--- src/rtl/alarm_pkg.sv ---
// Shared encodings for the alarm set path and the VGA highlight decode.
package alarm_pkg;

  // Field-select codes seen by the VGA output stage
  localparam logic [1:0] ST_SEC  = 2'd0;
  localparam logic [1:0] ST_MIN  = 2'd1;
  localparam logic [1:0] ST_HOUR = 2'd2;
  localparam logic [1:0] ST_NONE = 2'd3;

  // Upper limits of the two-digit BCD fields
  localparam int unsigned MAX_MS = 59;
  localparam int unsigned MAX_H  = 23;

  typedef enum logic [2:0] {
    StRun,
    StEditSec,
    StEditMin,
    StEditHour,
    StRing
  } fsm_e;

  // Binary 0..99 to packed two-digit BCD {msb, lsb}
  function automatic logic [7:0] to_bcd(input int unsigned v);
    return {4'(v / 10), 4'(v % 10)};
  endfunction

  // Field-select code presented for a given FSM state
  function automatic logic [1:0] field_sel(input fsm_e s);
    logic [1:0] sel;
    case (s)
      StEditSec:  sel = ST_SEC;
      StEditMin:  sel = ST_MIN;
      StEditHour: sel = ST_HOUR;
      default:    sel = ST_NONE;
    endcase
    return sel;
  endfunction

endpackage

--- src/rtl/bcd2_updown.sv ---
// Two-digit BCD register with wrap-around increment/decrement and parallel load.
module bcd2_updown
  import alarm_pkg::*;
#(
  parameter int unsigned MAX     = 59,
  parameter int unsigned RST_VAL = 0
) (
  input  logic       clk,
  input  logic       reset_n,
  input  logic       inc,
  input  logic       dec,
  input  logic       load,
  input  logic [3:0] load_msb,
  input  logic [3:0] load_lsb,
  output logic [3:0] msb,
  output logic [3:0] lsb
);

  localparam logic [7:0] MaxBcd = to_bcd(MAX);
  localparam logic [7:0] RstBcd = to_bcd(RST_VAL);

  logic [3:0] msb_d, lsb_d, msb_q, lsb_q;

  // Next value: load first, then inc/dec; both together cancel
  always_comb begin
    msb_d = msb_q;
    lsb_d = lsb_q;
    if (load) begin
      msb_d = load_msb;
      lsb_d = load_lsb;
    end else if (inc && !dec) begin
      if ({msb_q, lsb_q} == MaxBcd) begin
        msb_d = 4'd0;
        lsb_d = 4'd0;
      end else if (lsb_q == 4'd9) begin
        msb_d = msb_q + 4'd1;
        lsb_d = 4'd0;
      end else begin
        lsb_d = lsb_q + 4'd1;
      end
    end else if (dec && !inc) begin
      if ({msb_q, lsb_q} == 8'h00) begin
        msb_d = MaxBcd[7:4];
        lsb_d = MaxBcd[3:0];
      end else if (lsb_q == 4'd0) begin
        msb_d = msb_q - 4'd1;
        lsb_d = 4'd9;
      end else begin
        lsb_d = lsb_q - 4'd1;
      end
    end
  end

  // Digit registers
  always_ff @(posedge clk or negedge reset_n) begin
    if (!reset_n) begin
      msb_q <= RstBcd[7:4];
      lsb_q <= RstBcd[3:0];
    end else begin
      msb_q <= msb_d;
      lsb_q <= lsb_d;
    end
  end

  assign msb = msb_q;
  assign lsb = lsb_q;

endmodule

--- src/rtl/alarm_set_ctrl.sv ---
// Alarm time registers, edit-mode FSM and timed ring with blinking highlight.
module alarm_set_ctrl
  import alarm_pkg::*;
#(
  parameter int unsigned RING_SECS = 30,
  parameter int unsigned RST_HOUR  = 6,
  parameter int unsigned RST_MIN   = 0
) (
  input  logic       clk,
  input  logic       reset_n,
  input  logic       btn_mode,
  input  logic       btn_up,
  input  logic       btn_down,
  input  logic       tick_1hz,
  input  logic       alarm_en,
  input  logic [3:0] insecMSB,
  input  logic [3:0] insecLSB,
  input  logic [3:0] inminMSB,
  input  logic [3:0] inminLSB,
  input  logic [3:0] inhourMSB,
  input  logic [3:0] inhourLSB,
  output logic [3:0] alarmsecMSB,
  output logic [3:0] alarmsecLSB,
  output logic [3:0] alarmminMSB,
  output logic [3:0] alarmminLSB,
  output logic [3:0] alarmhourMSB,
  output logic [3:0] alarmhourLSB,
  output logic [1:0] state,
  output logic       settime,
  output logic       alarm_ring
);

  localparam logic [5:0] RingLast = 6'(RING_SECS);

  fsm_e       fsm_d, fsm_q;
  logic [5:0] cnt_d, cnt_q;
  logic       settime_d, settime_q;
  logic       ring_q;
  logic [1:0] state_q;
  logic       match, match_d;

  // mode has priority; up+down together cancels
  logic btn_any, step_up, step_dn;
  assign btn_any = btn_mode | btn_up | btn_down;
  assign step_up = btn_up & ~btn_down & ~btn_mode;
  assign step_dn = btn_down & ~btn_up & ~btn_mode;

  logic sec_sel, min_sel, hour_sel;
  assign sec_sel  = (fsm_q == StEditSec);
  assign min_sel  = (fsm_q == StEditMin);
  assign hour_sel = (fsm_q == StEditHour);

  bcd2_updown #(.MAX(MAX_MS), .RST_VAL(0)) u_sec (
    .clk      (clk),
    .reset_n  (reset_n),
    .inc      (step_up & sec_sel),
    .dec      (step_dn & sec_sel),
    .load     (1'b0),
    .load_msb (4'd0),
    .load_lsb (4'd0),
    .msb      (alarmsecMSB),
    .lsb      (alarmsecLSB)
  );

  bcd2_updown #(.MAX(MAX_MS), .RST_VAL(RST_MIN)) u_min (
    .clk      (clk),
    .reset_n  (reset_n),
    .inc      (step_up & min_sel),
    .dec      (step_dn & min_sel),
    .load     (1'b0),
    .load_msb (4'd0),
    .load_lsb (4'd0),
    .msb      (alarmminMSB),
    .lsb      (alarmminLSB)
  );

  bcd2_updown #(.MAX(MAX_H), .RST_VAL(RST_HOUR)) u_hour (
    .clk      (clk),
    .reset_n  (reset_n),
    .inc      (step_up & hour_sel),
    .dec      (step_dn & hour_sel),
    .load     (1'b0),
    .load_msb (4'd0),
    .load_lsb (4'd0),
    .msb      (alarmhourMSB),
    .lsb      (alarmhourLSB)
  );

  assign match = ({insecMSB, insecLSB, inminMSB, inminLSB, inhourMSB, inhourLSB} ==
                  {alarmsecMSB, alarmsecLSB, alarmminMSB, alarmminLSB,
                   alarmhourMSB, alarmhourLSB});

  // Next-state, ring counter and highlight blink
  always_comb begin
    fsm_d     = fsm_q;
    cnt_d     = cnt_q;
    settime_d = 1'b0;
    case (fsm_q)
      StRun: begin
        // Rising edge of match only, so an alarm equal to the time on leaving edit stays quiet
        if (match && !match_d && alarm_en) begin
          fsm_d     = StRing;
          cnt_d     = 6'd0;
          settime_d = 1'b1;
        end else if (btn_mode) begin
          fsm_d = StEditSec;
        end
      end
      StEditSec:  if (btn_mode) fsm_d = StEditMin;
      StEditMin:  if (btn_mode) fsm_d = StEditHour;
      StEditHour: if (btn_mode) fsm_d = StRun;
      StRing: begin
        // Any button or alarm_en low dismisses and wins over a same-cycle tick
        if (btn_any || !alarm_en) begin
          fsm_d = StRun;
        end else begin
          settime_d = settime_q;
          if (tick_1hz) begin
            cnt_d     = cnt_q + 6'd1;
            settime_d = ~settime_q;
            if (cnt_q + 6'd1 == RingLast) begin
              fsm_d     = StRun;
              settime_d = 1'b0;
            end
          end
        end
      end
      default: fsm_d = StRun;
    endcase
  end

  // State and registered outputs
  always_ff @(posedge clk or negedge reset_n) begin
    if (!reset_n) begin
      fsm_q     <= StRun;
      cnt_q     <= 6'd0;
      settime_q <= 1'b0;
      ring_q    <= 1'b0;
      state_q   <= ST_NONE;
      match_d   <= 1'b0;
    end else begin
      fsm_q     <= fsm_d;
      cnt_q     <= cnt_d;
      settime_q <= settime_d;
      ring_q    <= (fsm_d == StRing);
      state_q   <= field_sel(fsm_d);
      match_d   <= match;
    end
  end

  assign state      = state_q;
  assign settime    = settime_q;
  assign alarm_ring = ring_q;

endmodule

--- config.mk ---
export PLATFORM = sky130hd
export DESIGN_NAME = alarm_set_ctrl
export DESIGN_NICKNAME = d
export VERILOG_FILES = /design/src/rtl/alarm_pkg.sv /design/src/rtl/bcd2_updown.sv /design/src/rtl/alarm_set_ctrl.sv
export SDC_FILE = /design/constraint.sdc
export NUM_CORES = 1
export LEC_CHECK = 0
export CAP_MARGIN = 20
export CORE_MARGIN = 2
export CORE_UTILIZATION = 53
export CTS_CLUSTER_DIAMETER = 50
export CTS_CLUSTER_SIZE = 30
export DETAILED_ROUTE_END_ITERATION = 6
export PLACE_DENSITY_LB_ADDON = 0.05
export SETUP_SLACK_MARGIN = 0.2
export SLEW_MARGIN = 20
export SYNTH_ARGS = -nofsm -noshare
export SYNTH_HDL_FRONTEND = slang
export SYNTH_SLANG_ARGS = --single-unit
--- constraint.sdc ---
create_clock -name clk -period 3.2 [get_ports clk]
set_clock_uncertainty 0.15 [all_clocks]
set_input_delay 0.64 -clock clk [delete_from_list [all_inputs] [get_ports clk]]
set_output_delay 0.64 -clock clk [all_outputs]
set_load 0.01 [all_outputs]
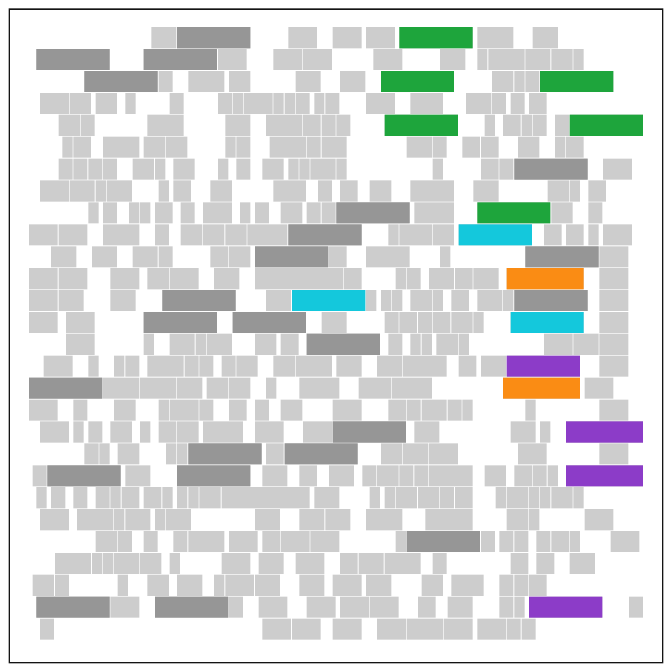
flops_by_reg.png
signal	color	placed flops
`u_hour.lsb`	purple	4
`fsm_q`	cyan	3
`cnt_q`	green	6
`state`	orange	2
not colored	23

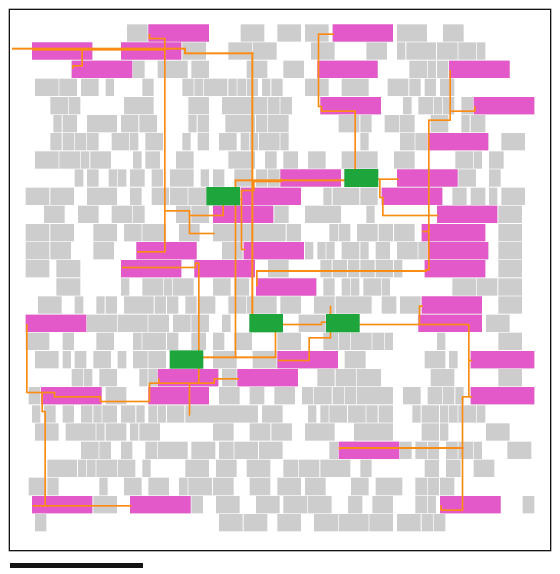
clk_routes.png
Scale bar: 20 µm.
[clock wires] orange | length: 579 µm
[clock drivers] green | count: 5
[flip-flops] magenta | count: 38
flops lie	spread over the die
Clock Power Share: 0.199
P_clk: 0.498 mW
Late-Pin Clk Latency: 290 ps

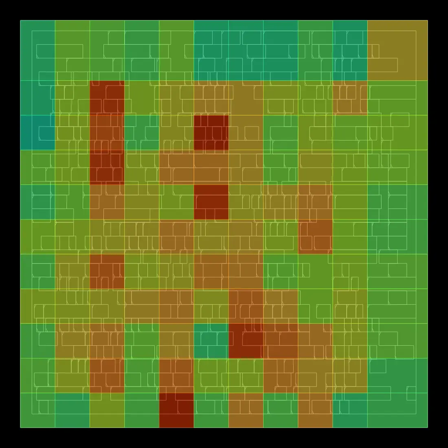
congestion.png
WL per Instance: 15.48 µm
GR Layer Usage met2: 0.4000
Global Route Usage Sum: 0.2475
Core Util, Final: 0.6732
Global Route met1 Usage: 0.3415

==> qor.txt <==
crit path DAT - 2820 ps
largest net degree at the start of global routing - 39
Log Warnings - 38
relative slew slack - 0.4182
clk sinks - 38
logic area - 1991 µm²
die height - 80.96 µm
Die ar. - 6555 µm²
clock tree root buffer cell - clkbuf_8
clk slew on worst S/H paths - 80 ps
distinct lib cells - 68
Core ar. - 5816 µm²
Top cells excl fill/tap - 57 x clkdlybuf4s50_1, 34 x dfrtp_1, 30 x nor2_1
worst hold path type - input port to asynchronous set/reset pin
vias in the first global route - 2702
drt first-iter violations - 144
Peak VDD IR - 354.8 µV
final setup violation count - 0
Synth Flop Type - dfrtp_1
RePlAce Congestion - 0.8697
vias post-DR - 2964
Tmin final - 2794 ps
static leakage - 1.626 nW
number of detailed-route iterations in the first pass - 4
DRC - 0
Syn Inst Count - 377
Post-Route Setup TNS - 0 ps
first-pass GRT wire length - 12690 µm
final worst hold slack - 307.2 ps
ys flops - 38
drt via density - 5.893
Final Max-Slew Violation Tally - 0
Commonest Layout Cell - clkdlybuf4s50_1
largest area contributor in the netlist - dfrtp_1
die extent in x - 80.96 µm
ys cells - 377
layout cells sized above 1 - 0.09813
I/O Pins - 59
Area Overhead vs Synth - 24.71%
hold buffers post-CTS - 0
Yosys chip area - 3139 µm²
Yosys warnings - 0
mapped cell area - 3139 µm²
fp util - 0.5398
Max Fclk - 357.9 MHz
CTS tree - built
RSZ-0062 raised after global routing - true
Total Wirelength - 7786 µm
CP Launch Type - input port
final hold vios - 0
antenna violations before repair - 0
fillcell total - 494
Routed Antenna Nets - 0
Num CTS Buffers - 5
worst slew pin tran - 872.7 ps
dpl hpwl - 5729 µm
ys async rst share - 1.000
register area - 955.9 µm²
Overflow after GRT - 0
Area leader share - 0.2710
Inserted Diodes - 0
status - finished, final reports clean
number of port buffers - 58
Crit Path Class - input port to register
htree depth - 2
EDFF count, synth - 0
Synth Seq Share - 0.3045
CP Data Required Time - 3230 ps
Nets at Floorplan - 428
final worst-path cycle share - 0.8732
clock buffer depth - 2
Power Dens Cells - 639.7 nW/µm²
max_cap viols - 0
nets - 478
average size of a mapped cell - 8.327 µm²
Top cells by area - dfrtp_1 27%, ha_1 8.0%, xor2_1 4.7%
element type at the critical path end - register
num rows - 28
Critical Path Fanout Max - 10
==> cells in the mapped netlist, drive strengths merged, types with 2 or more instances <==
master / number
a31oi: 4
a22o: 2
o22ai: 4
a211o: 3
mux2i: 2
ha: 20
a32oi: 2
o31ai: 8
or4: 3
nand3: 12
a21o: 6
nor3: 15
nand3b: 3
inv: 21
dfrtp: 34
a211oi: 6
or2: 2
xnor2: 11
nand2b: 6
o21ai: 26
nand4: 5
nor4b: 3
a21oi: 20
and2: 2
buf: 11
dfstp: 4
a221oi: 3
nor2b: 4
mux2: 2
nor4: 6
a31o: 2
nor2: 30
o211ai: 2
o41ai: 2
and3: 5
clkbuf: 15
nor3b: 7
nand2: 25
xor2: 17
o21a: 3
a311oi: 2
==> state kept, by name, indices dropped and copies added (netlist names) <==
name,cells
settime,1
u_sec.msb,4
u_hour.msb,4
alarm_ring,1
u_hour.lsb,4
cnt_q,6
u_min.lsb,4
fsm_q,3
u_min.msb,4
u_sec.lsb,4
state,2
match_d,1
==> what timing repair did <==
action / 4_1_cts / 5_1_grt
buffers inserted: 0 / 0
resized: 0 / 3
setup endpoints to repair: 0 / 5
endpoints found under the hold margin: 0 / 0
==> stage by stage <==
step                      total power, mW  worst slack (ps)  cells  area [µm²]  utilization
after floorplan                     1.572             457.5    377        3139            -
after global placement              1.971             106.8    495        3767       0.6478
after detailed placement            1.998             4.669    495        3767       0.6478
after CTS                           2.511             307.3    503        3905       0.6715
after global routing                2.707             169.8    503        3915       0.6732
final                               2.504             405.7    503        3915       0.6732
==> worst max-delay path, cell delays in order <==
cell and delay (ps):
clkdlybuf4s50_1 540, nor2_1 190, nand3_1 110, nor2_1 120
ha_2 330, o21ai_4 120, o221ai_2 350, a311oi_1 100
a211o_2 320
==> cell type report <==
cell class,count,share of cell area
inverters,21,0.02013
flip-flops and latches,38,0.2442
clock inverters,3,0.01758
repair buffers,69,0.1681
clock buffers,5,0.01758
well taps,75,0.02397
multi-input cells,292,0.5085
==> where the power goes <==
group / internal (mW) / switching [mW]
logic: 0.575 / 0.519
registers: 0.603 / 0.310
clock network: 0.313 / 0.185
==> final timing paths <==
path,from,end,slack [ps],depth (start not counted)
max,btn_mode,u_hour.msb[3],410,9
min,reset_n,u_hour.lsb[3],310,1
max reg2reg,u_min.lsb[0],u_min.msb[3],540,7
min reg2reg,fsm_q[2],fsm_q[1],390,1
max in group asynchronous,reset_n,u_hour.msb[0],2040,1
min in group clk,fsm_q[2],fsm_q[1],390,1
==> routing by layer <==
layer / part of all wire / global-route usage / wire length [µm]
met1: 0.48 / 0.3415 / 3708
met2: 0.47 / 0.4000 / 3667
met3: 0.040 / 0.04111 / 314
met4: 0.012 / 0.07119 / 96
met5: 0 / 0 / 0
==> cells by family after synthesis <==
logic type	count (synthesis)	share of synthesized area
AND-OR/OR-AND	107	0.2364
multiplexers	4	0.01355
adder cells (fa/ha/maj)	20	0.07971
buffers and inverters	47	0.06456
AND/OR/NAND/NOR	133	0.2232
flip-flops	38	0.3045
XOR/XNOR	28	0.07812
Power is estimated from default activity; no workload was simulated.
